### Placed cells, one colour a class

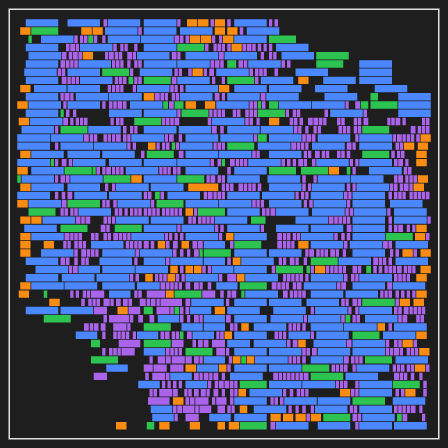
### Routing congestion map

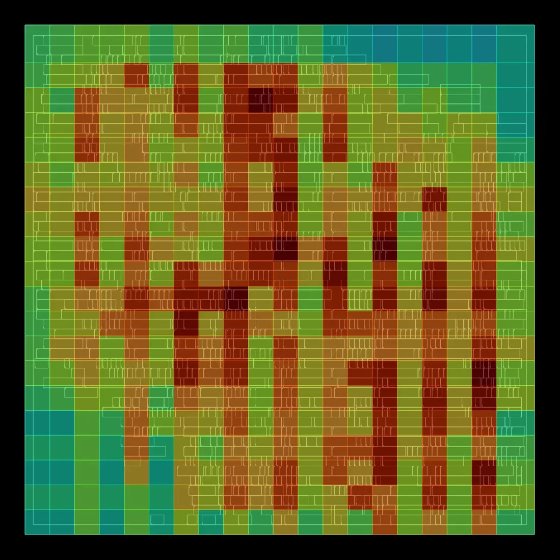
`config.mk`:
```
export PLATFORM = sky130hd
export DESIGN_NAME = bus_port_fifo
export DESIGN_NICKNAME = d
export VERILOG_FILES = /design/src/rtl/bus_port_pkg.sv /design/src/rtl/bus_port_sync_fifo.sv /design/src/rtl/bus_port_fifo.sv
export SDC_FILE = /design/constraint.sdc
export NUM_CORES = 1
export LEC_CHECK = 0
export ABC_AREA = 1
export CAP_MARGIN = 20
export CORE_MARGIN = 2
export CORE_UTILIZATION = 64
export CTS_CLUSTER_DIAMETER = 30
export DETAILED_ROUTE_END_ITERATION = 16
export PLACE_DENSITY = 0.86
export SYNTH_ARGS = -nofsm -noshare
export SYNTH_HDL_FRONTEND = slang
export SYNTH_HIERARCHICAL = 1
export SYNTH_SLANG_ARGS = --single-unit
```
`constraint.sdc`:
```
create_clock -name clk -period 5.8 [get_ports clk]
set_input_delay 1.16 -clock clk [delete_from_list [all_inputs] [get_ports clk]]
set_output_delay 1.16 -clock clk [all_outputs]
set_load 0.01 [all_outputs]
```
`src/rtl/bus_port_pkg.sv`:
```
// Shared defaults and sizing helpers for the per-driver bus port buffers.
package bus_port_pkg;

  localparam int DEFAULT_PCKG_SZ = 16;
  localparam int DEFAULT_DEPTH   = 8;

  // Occupancy counter width: one extra bit so the count can reach depth.
  function automatic int cnt_w(input int depth);
    return $clog2(depth) + 1;
  endfunction

endpackage

```
`src/rtl/bus_port_sync_fifo.sv`:
```
// Circular-buffer FIFO with show-ahead head, sticky overflow and
// full-queue write+read pass-through. Used for both TX and RX directions.
//
// Handshake: wr is a push request (no ready; the write is dropped and ovf
// set if the queue is full and no read is accepted in the same cycle);
// rd is a pop request, honoured only while pending=1. rd_data is valid
// whenever pending=1 and reads as 0 when the queue is empty.
module bus_port_sync_fifo
  import bus_port_pkg::*;
#(
  parameter int pckg_sz = DEFAULT_PCKG_SZ,
  parameter int depth   = DEFAULT_DEPTH
) (
  input  logic               clk,
  input  logic               reset,
  input  logic               wr,
  input  logic [pckg_sz-1:0] wr_data,
  input  logic               rd,
  output logic [pckg_sz-1:0] rd_data,
  output logic               pending,
  output logic               full,
  output logic               ovf
);

  localparam int PTR_W = $clog2(depth);
  localparam int CNT_W = cnt_w(depth);

  logic [pckg_sz-1:0] mem_q [depth];
  logic [PTR_W-1:0]   rd_ptr_q, rd_ptr_d;
  logic [PTR_W-1:0]   wr_ptr_q, wr_ptr_d;
  logic [CNT_W-1:0]   cnt_q, cnt_d;
  logic               ovf_q, ovf_d;
  logic               empty, is_full;
  logic               do_rd, do_wr;

  assign empty   = (cnt_q == '0);
  assign is_full = (cnt_q == CNT_W'(depth));

  // Accept decisions and next-state pointers/count/overflow.
  always_comb begin
    do_rd    = rd && !empty;
    // A full queue still accepts a write when a read frees a slot this cycle.
    do_wr    = wr && (!is_full || do_rd);
    rd_ptr_d = rd_ptr_q;
    wr_ptr_d = wr_ptr_q;
    cnt_d    = cnt_q;
    ovf_d    = ovf_q;
    if (do_rd) rd_ptr_d = rd_ptr_q + PTR_W'(1);
    if (do_wr) wr_ptr_d = wr_ptr_q + PTR_W'(1);
    cnt_d = cnt_q + CNT_W'(do_wr) - CNT_W'(do_rd);
    if (wr && !do_wr) ovf_d = 1'b1;
  end

  // Control state register; reset discards contents by zeroing the count.
  always_ff @(posedge clk) begin
    if (reset) begin
      rd_ptr_q <= '0;
      wr_ptr_q <= '0;
      cnt_q    <= '0;
      ovf_q    <= 1'b0;
    end else begin
      rd_ptr_q <= rd_ptr_d;
      wr_ptr_q <= wr_ptr_d;
      cnt_q    <= cnt_d;
      ovf_q    <= ovf_d;
    end
  end

  // Storage array; unreset because the head is masked while empty.
  always_ff @(posedge clk) begin
    if (!reset && do_wr) mem_q[wr_ptr_q] <= wr_data;
  end

  assign rd_data = empty ? '0 : mem_q[rd_ptr_q];
  assign pending = !empty;
  assign full    = is_full;
  assign ovf     = ovf_q;

endmodule

```
`src/rtl/bus_port_fifo.sv`:
```
// Per-driver port buffer: TX queue from the device to the bus arbiter and
// RX queue from the arbiter back to the device. Pure wiring of two FIFOs.
module bus_port_fifo
  import bus_port_pkg::*;
#(
  parameter int pckg_sz = DEFAULT_PCKG_SZ,
  parameter int depth   = DEFAULT_DEPTH
) (
  input  logic               clk,
  input  logic               reset,
  input  logic               dev_push,
  input  logic [pckg_sz-1:0] dev_D_in,
  output logic               dev_full,
  input  logic               pop,
  output logic [pckg_sz-1:0] D_pop,
  output logic               pndng,
  input  logic               push,
  input  logic [pckg_sz-1:0] D_push,
  input  logic               dev_pop,
  output logic [pckg_sz-1:0] dev_D_out,
  output logic               dev_pndng,
  output logic               tx_ovf,
  output logic               rx_ovf
);

  logic rx_full_unused;

  bus_port_sync_fifo #(.pckg_sz(pckg_sz), .depth(depth)) u_tx (
    .clk     (clk),
    .reset   (reset),
    .wr      (dev_push),
    .wr_data (dev_D_in),
    .rd      (pop),
    .rd_data (D_pop),
    .pending (pndng),
    .full    (dev_full),
    .ovf     (tx_ovf)
  );

  bus_port_sync_fifo #(.pckg_sz(pckg_sz), .depth(depth)) u_rx (
    .clk     (clk),
    .reset   (reset),
    .wr      (push),
    .wr_data (D_push),
    .rd      (dev_pop),
    .rd_data (dev_D_out),
    .pending (dev_pndng),
    .full    (rx_full_unused),
    .ovf     (rx_ovf)
  );

endmodule

```
==> results.cfg <==
; flow metrics
[floorplanning]
tap_cells = 234
io-pin-count = 75
fp_util_pct = 65.0

[critical_path]
cp_num_cells = 8
cpMostUsedCell = nor2_1
crit_arrival_ns = 3.29
r2r_end = u_tx/cnt_q[2]
end_kind = output pin
cp_slowest_cell = dfxtp_2
crit_fanout = 58
reg2reg_depth = 11
cpPeakStageDelay_ns = 1.02
cp_data_required_time_ns = 4.64
rr_startpoint = u_tx/cnt_q[1]
worstPathCellList = buf_4 -> nor2_1 -> nor2_1 -> o21ai_0 -> nand2_1 -> nor2_1 -> nor2_1 -> clkdlybuf4s50_1

[power]
seq-power_uw = 2460
powerComb_uw = 2020
p_leak_uw = 0.00574
swShare_pct = 31.8
maxPowerGroup = clock
internal-power_uw = 4810
clock_power_share_pct = 36.5
p_comb_share_pct = 28.6
cellPowerDensity_nw_per_um2 = 485

[global_route]
grt_overflow_total = 0
use_met1_pct = 31.3
grt_max_degree = 59
antenna_found_initial = 0
grt_usage_pct = 27.5
grt_pass1_wl_um = 42600

[layout]
buffers_excl_clock = 98
reg_top3 = u_rx/mem_q x128, u_tx/mem_q x128
nNetsFinal = 1321
nonClkBufAreaFrac_pct = 6.48
lay_top_count = nor2_1
seq_area_sq_um = 8250
num-fill-cells = 1040
area_delta_synth_final_pct = 19.9
clock_buffer_count = 54
top_area_cell_class = sequential cells
comb_area_share_pct = 22.2
clk_share_pct = 10.1
logic_area_sq_um = 3220

[synthesis]
syn_nets = 1229
synthTopCellsByCount = nor2_1, edfxtp_1, nand2_1
synthDistinctLibCells = 28
top_cell = nor2_1
synth.avg_cell_area_sq_um = 10.3
synth_area_sq_um = 12100
mux_area_share_pct = 0
synthAoiAreaFrac_pct = 3.61
synth_top_cell_by_area = edfxtp_1
top_cells_by_area = edfxtp_1, nor2_1, nand2_1, dfxtp_1, inv_1

[drt]
routed-wl-met3_um = 2210
ant_nets = 0
wl_met1_um = 9900
dr_wl_met2_um = 14200
via_per_inst = 5.61
wirelength_um = 27400
vias = 8629

[job]
openroad.warnings = 28
maxCapViolCount = 0

[final_timing]
rsz0062_at_grt = no
min_period_ns = 4.45
fin_crit_sh_pct = 76.7
setup_viol = 0
fmax_mhz = 225
finalHoldViolCount = 0
skew_ns = 0.0249

[cts]
cts_setup_buffers = 0
cts_max_path_buffers = 3
cts-resized-gates = 0
cts_htree_levels = 2
cts_hold_buf = 0
cts_tree = yes

[placed_design]
io_buffer_count = 74
place_ws_ns = 2.08
placed_area_sq_um = 13000

[worst_hold_path]
holdPathStages = 2
min_to = u_tx/ovf
hp-start = u_tx/ovf

[status]
status = finished, final reports clean
-- 'Placed cells, one colour a class' (at the start) --
[registers] blue | cells: 284
[clock drivers and dummy loads] green | cells: 83
[remaining buffers and delay cells] orange | cells: 98
[remaining logic cells] purple | cells: 838
flop share of the area: 56.8%
num rows: 50
Final Util: 77.9%
Final Cell Area: 14500 sq um
core area: 18600 sq um

-- 'Routing congestion map' (at the start) --
Most Crowded Layer GR: met2
met3 Use GR: 5.33%
routing usage on met2: 49.5%
wire per inst: 17.8 um

